**src/rtl/fifo_udp_pkt_reader.sv**
```systemverilog
// fifo_udp_pkt_reader: drains full packets from a 1-cycle-latency FIFO into a UDP TX engine; FIFO_PKT_TIMEOUT_EN adds partial-packet flush
module fifo_udp_pkt_reader #(
  parameter int DATA_WIDTH  = 32,
  parameter int LVL_WIDTH   = 11,
  parameter int PKT_WORDS   = 256,
  parameter int GAP_CYC     = 16,
  parameter int TIMEOUT_CYC = 125000
) (
  input  logic                  clk,
  input  logic                  rst_n,
  output logic                  fifo_rd_en,
  input  logic [DATA_WIDTH-1:0] fifo_rd_data,
  input  logic                  fifo_rd_empty,
  input  logic [LVL_WIDTH-1:0]  fifo_rd_water_level,
  output logic                  tx_start_en,
  output logic [15:0]           tx_byte_num,
  input  logic                  tx_req,
  output logic [DATA_WIDTH-1:0] tx_data,
  input  logic                  tx_done,
  output logic [15:0]           pkt_cnt,
  output logic                  err
);
  localparam logic [2:0] S_IDLE = 3'd0, S_START = 3'd1, S_SEND = 3'd2, S_WAIT = 3'd3, S_GAP = 3'd4;
  localparam int GW = $clog2(GAP_CYC + 1);
  localparam logic [LVL_WIDTH-1:0] PKT_LVL = LVL_WIDTH'(PKT_WORDS);
  logic [2:0]           state;
  logic [LVL_WIDTH-1:0] words_left;
  logic [GW-1:0]        gap_cnt;
  logic                 full_pkt, to_fire, proto_err, left_zero;
  logic [LVL_WIDTH-1:0] start_words;
  assign full_pkt    = fifo_rd_water_level >= PKT_LVL;
  assign start_words = full_pkt ? PKT_LVL : fifo_rd_water_level;
  assign left_zero   = words_left == '0;
  assign fifo_rd_en  = (state == S_SEND) & tx_req & ~left_zero & ~fifo_rd_empty;
  assign tx_start_en = state == S_START;
  assign tx_data     = fifo_rd_data;
  assign proto_err   = (tx_req & left_zero & (state == S_SEND | state == S_WAIT)) |
                       ((state == S_SEND) & ((tx_req & fifo_rd_empty) | tx_done));
`ifdef FIFO_PKT_TIMEOUT_EN
  localparam int TW = $clog2(TIMEOUT_CYC + 1);
  logic [TW-1:0] to_cnt;
  assign to_fire = (state == S_IDLE) & ~full_pkt & (fifo_rd_water_level != '0) &
                   (to_cnt == TW'(TIMEOUT_CYC - 1));
  // age a partial packet waiting in IDLE; any other condition restarts the count
  always_ff @(posedge clk or negedge rst_n)
    if (!rst_n) to_cnt <= '0;
    else to_cnt <= (state != S_IDLE || full_pkt || fifo_rd_water_level == '0 || to_fire) ? '0 : to_cnt + TW'(1);
`else
  logic unused_timeout;
  assign to_fire        = 1'b0;
  assign unused_timeout = TIMEOUT_CYC == 0;
`endif
  // packet sequencing, word accounting, completion count and sticky error
  always_ff @(posedge clk or negedge rst_n) begin
    if (!rst_n) begin
      state       <= S_IDLE;
      words_left  <= '0;
      tx_byte_num <= '0;
      gap_cnt     <= '0;
      pkt_cnt     <= '0;
      err         <= 1'b0;
    end else begin
      err <= err | proto_err;
      case (state)
        S_IDLE: if (full_pkt || to_fire) begin
          words_left  <= start_words;
          tx_byte_num <= 16'(start_words) * 16'(DATA_WIDTH / 8);
          state       <= S_START;
        end
        S_START: state <= S_SEND;
        S_SEND: if (tx_done) begin
          gap_cnt <= '0;
          state   <= S_GAP;
        end else if (fifo_rd_en) begin
          words_left <= words_left - LVL_WIDTH'(1);
          if (words_left == LVL_WIDTH'(1)) state <= S_WAIT;
        end
        S_WAIT: if (tx_done) begin
          pkt_cnt <= pkt_cnt + 16'd1;
          gap_cnt <= '0;
          state   <= S_GAP;
        end
        S_GAP: if (gap_cnt == GW'(GAP_CYC - 1)) state <= S_IDLE;
               else gap_cnt <= gap_cnt + GW'(1);
        default: state <= S_IDLE;
      endcase
    end
  end
endmodule

```
**config.mk**
```make
export PLATFORM = sky130hd
export DESIGN_NAME = fifo_udp_pkt_reader
export DESIGN_NICKNAME = d
export VERILOG_FILES = /design/src/rtl/fifo_udp_pkt_reader.sv
export SDC_FILE = /design/constraint.sdc
export NUM_CORES = 1
export LEC_CHECK = 0
export CAP_MARGIN = 20
export CORE_MARGIN = 2
export CORE_UTILIZATION = 23
export CTS_CLUSTER_SIZE = 14
export DETAILED_ROUTE_END_ITERATION = 6
export PLACE_DENSITY = 0.59
export SETUP_SLACK_MARGIN = 0.15
export SLEW_MARGIN = 0
export SYNTH_ARGS = -nofsm -noshare
export SYNTH_HDL_FRONTEND = slang
export SYNTH_SLANG_ARGS = --single-unit
```
**constraint.sdc**
```tcl
create_clock -name clk -period 5.95 [get_ports clk]
set_input_delay 1.785 -clock clk [delete_from_list [all_inputs] [get_ports clk]]
set_output_delay 1.785 -clock clk [all_outputs]
set_load 0.03 [all_outputs]
```
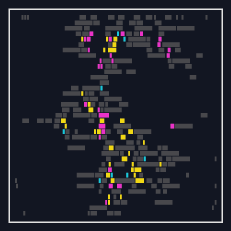
gates.png
(2 px per um)
| colour | family | cells |
|---|---|---|
| cyan | inv cells | 8 |
| magenta | nand cells | 27 |
| yellow | nor cells | 33 |
logic share of the area: 41.7%
non-filler instance count after layout: 368

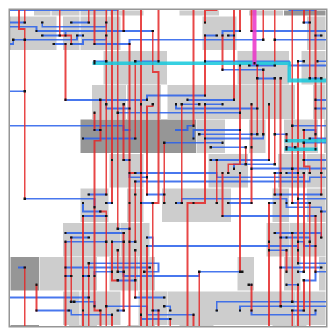
closeup.png
Region (40, 19) to (65, 44) um. Cells in grey, sequential cells in the stronger grey; small squares are vias.
| colour | layer |
|---|---|
| blue | M1 |
| red | M2 |
| magenta | M4 |
| cyan | M3 |
cells with their middle in the window: 35
netlist names of flops here include: `words_left` (1)
sequential cells in the window: 1
most frequent: nor2_1 (4), inv_1 (3)

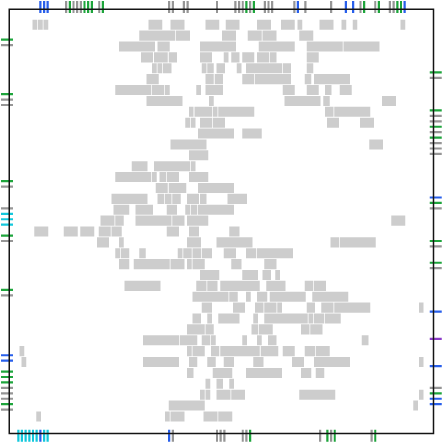
pinout.png
(4 px per um) Pins as bars across the die edge, other pins in grey.
| colour | port | pins | direction | edge |
|---|---|---|---|---|
| green | `tx_data` | 32 | output | 11 north, 9 west, 8 east, 4 south |
| purple | `rst_n` | 1 | input | east |
| cyan | `fifo_rd_water_level` | 11 | input | 8 south, 3 west |
| blue | `tx_byte_num` | 16 | output | 7 north, 5 east, 2 west, 2 south |
all pins by edge: 42 north, 25 west, 25 east, 23 south

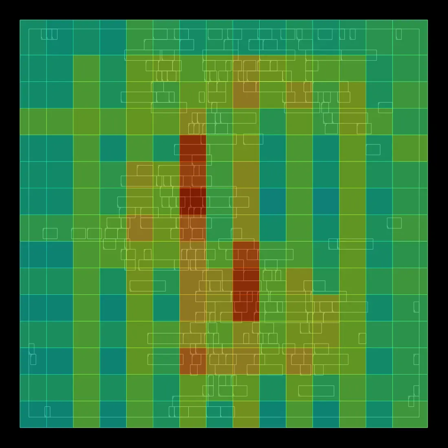
congestion_map.png
average detailed-routed wire length per instance: 12.2 um
global-route met2 utilization: 13.4%
GRT busiest layer: met2
All-Layer GR Usage: 8.39%

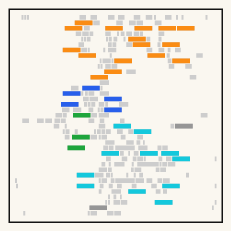
ff_map.png
(2 px per um) Other sequential cells in the stronger grey, the rest of the logic in the fainter grey.
| colour | signal | placed flops |
|---|---|---|
| orange | `pkt_cnt` | 16 |
| cyan | `words_left` | 11 |
| green | `state` | 3 |
| blue | `gap_cnt` | 5 |
not coloured: 2
fraction of area in registers: 35.7%
Seq group: 0.365 mW
Seq. cell area: 926 um2
Core Util, Final: 25.5%

==> notes.org <==
* Flow results

** Floorplan
- Measured along the x axis, the die boundary spans 106 um.
- The floorplan step records an initial core utilization of 23.4%.
- The vertical die dimension reported for this design is 106 um.
- Area of the core :: 10200 um2
- The die covers 11200 um2.
- The floorplan has 37 rows.
- Number of top-level design ports :: 115

** Critical path
- Broken down by cell family, the worst path's largest delay share belongs to buffers and inverters.
- Data required time of the worst path :: 4160 ps
- The worst setup path is captured at a primary output.
- Crit path launch type :: primary input
- On the worst path, the slowest cell contributes a delay of 670 ps.
- For reference, the most critical setup path is categorized as primary input to primary output.
- Reg2reg start :: words_left[0]$_DFFE_PN0P_
- The largest individual stage delay along the critical path comes from the cell clkdlybuf4s50_1.
- WP buf/inv :: 2
- Tracing the worst setup path back leads to its startpoint at tx_req.
- STA lists the endpoint of the worst register-to-register path as words_left[7]$_DFFE_PN0P_.
- Setup slack of the worst register-to-register path :: 3870 ps
- Cell depth of the worst flop-to-flop path :: 6
- Depth of the critical timing path with buffers and inverters included :: 5

** Logic synthesis
- Count of library flops with an enable pin :: 0
- Per the post-synthesis report, the number of cells in the design is 236.
- In this run the biggest area consumer among cell types represents 38.9% of the synthesized area.
- Summing every instance area after synthesis gives 2380 um2.
- Sorting the synthesis cell report by count puts at the top buf_4.
- #FFs+latches synth :: 37
- Synthesized area divided by synthesized cell count :: 10.1 um2
- By count the netlist is led by buf_4, dfrtp_1, nor2_1.
- Cell types occupying the most area after synthesis :: dfrtp_1, buf_4, xnor2_1
- Count of instantiated cells in the yosys netlist :: 236
- The biggest area contributor in the post-synthesis netlist is dfrtp_1.
- Per the synth stats, the proportion of register bits with asynchronous set or reset is 100%.
- In the synthesis report, Yosys lists the chip area as 2380 um2.
- The synthesized netlist contains 57 unique library cells.

** Placed design
- Routability-driven placement finished with a final weighted congestion of 0.779.
- Total cell area at the placement stage :: 2470 um2
- OpenSTA, run right after detailed placement, puts the worst setup slack at 640 ps.
- Buffers placed on the I/O ports in this run total 27.
- Detail Placement HPWL :: 3290 um

** Pwr
- Relative contribution of combinational cells to total power :: 39.8%
- Clock group :: 0.233 mW
- The flow reports that sequential cells draw 36.8% of the design power.
- Of all power groups, the one with the highest power is combinational cells.
- Per the power-grid run, VDD falls by no more than 112 uV.
- The analysis attributes to cell leakage a power of 1.08 nW.
- Switching pwr :: 0.407 mW
- Power density of the placed cells :: 383 nW/um2
- In this run switching power makes up 41.0% of total power.

** Routing
- The script parses the final routing iteration and logs DRC violations as 0.
- The first TritonRoute pass finished after 4 iterations.
- The final route contains 1597 vias.
- For this block, the routed nets add up to 4490 um of wire.
- Antenna Violating Nets Remaining :: 0
- The routed design shows a via density per instance of 4.34.
- Met2 routed wirelength :: 2170 um
- Detailed-routed wire length on met3 :: 272 um
- Initial DRC count :: 68
- The routed wirelength on the met1 layer is recorded as 2000 um.

** Timing
- Remaining max-slew budget at the tightest pin :: 42.6%
- Portion of the clock cycle consumed by the worst path in the final layout :: 89.1%
- Worst path setup slack after routing :: 649 ps
- Hold-check failures listed in the final report amount to 0.
- Slew at the pin closest to its max-slew limit :: 860 ps
- Post-route minimum period :: 5300 ps
- Final setup viols :: 0
- Final-report max-slew violation count :: 0

** Clocking
- At the later pin of the worst-skew pair, clock insertion delay measures 290 ps.
- Count of H-tree levels built during CTS :: 2
- TritonCTS Sinks :: 37
- Gates resized during post-CTS repair numbered 0.
- Library cell used as clock root buffer :: clkbuf_8
- Total CTS buffers :: 5
- CTS tree :: done
- The number of hold buffers added after CTS was 0.

** Run status
- Outcome :: completed

** Finish
- The net count of the finished layout is 284.
- With fillers left out, the area of the finished cells amounts to 2590 um2.
- Fraction of final layout cells sized beyond drive strength 1 :: 12.1%
- In the layout the commonest cells are dfrtp_1, clkdlybuf4s50_1, nor2_1, conb_1, xnor2_1.
- The most common logic cell in the final layout is dfrtp_1.

** GRT
- Largest net degree at the start of global routing :: 38
- Total overflow reported by the global router :: 0
- Wire length of the first global-routing pass :: 7570 um
- Via count of the first global-routing pass :: 1514
- GR met1 Demand/Resource :: 10.5%
- The number of antenna violations at the first check in global routing was 0.

** Min path
- The worst hold path begins at err$_DFF_PN0_.
- WHS Path Cells :: 2

** Flow run
- Stage-log warning count :: 35
- The run reported a max-capacitance violation count of 0.
state kept, by name, summed over array words and instances (netlist names):
| signal | flops |
|---|---|
| err | 1 |
| tx_byte_num | 1 |
| gap_cnt | 5 |
| words_left | 11 |
| state | 3 |
| pkt_cnt | 16 |
cells by family after synthesis:
group	Yosys count	share of synthesized area [%]
and+or+nand+nor	81	21.2
buffers and inverters	61	17.8
DFF	37	38.9
AOI/OAI and AO/OA	32	12.0
xor gates and xnor gates	17	6.26
adders and majority gates	5	2.63
muxes	2	0.947
other	1	0.158
area by class of cell:
cell class	count	area, um2
Fill cell	1107	7590
Clock inverter	2	37.5
Multi-Input combinational cell	152	1080
Tap cell	136	170
Timing Repair Buffer	27	265
Sequential cell	37	926
Inverter	8	30.0
Clock buffer	6	82.6
Power and IR drop assume default switching activity.
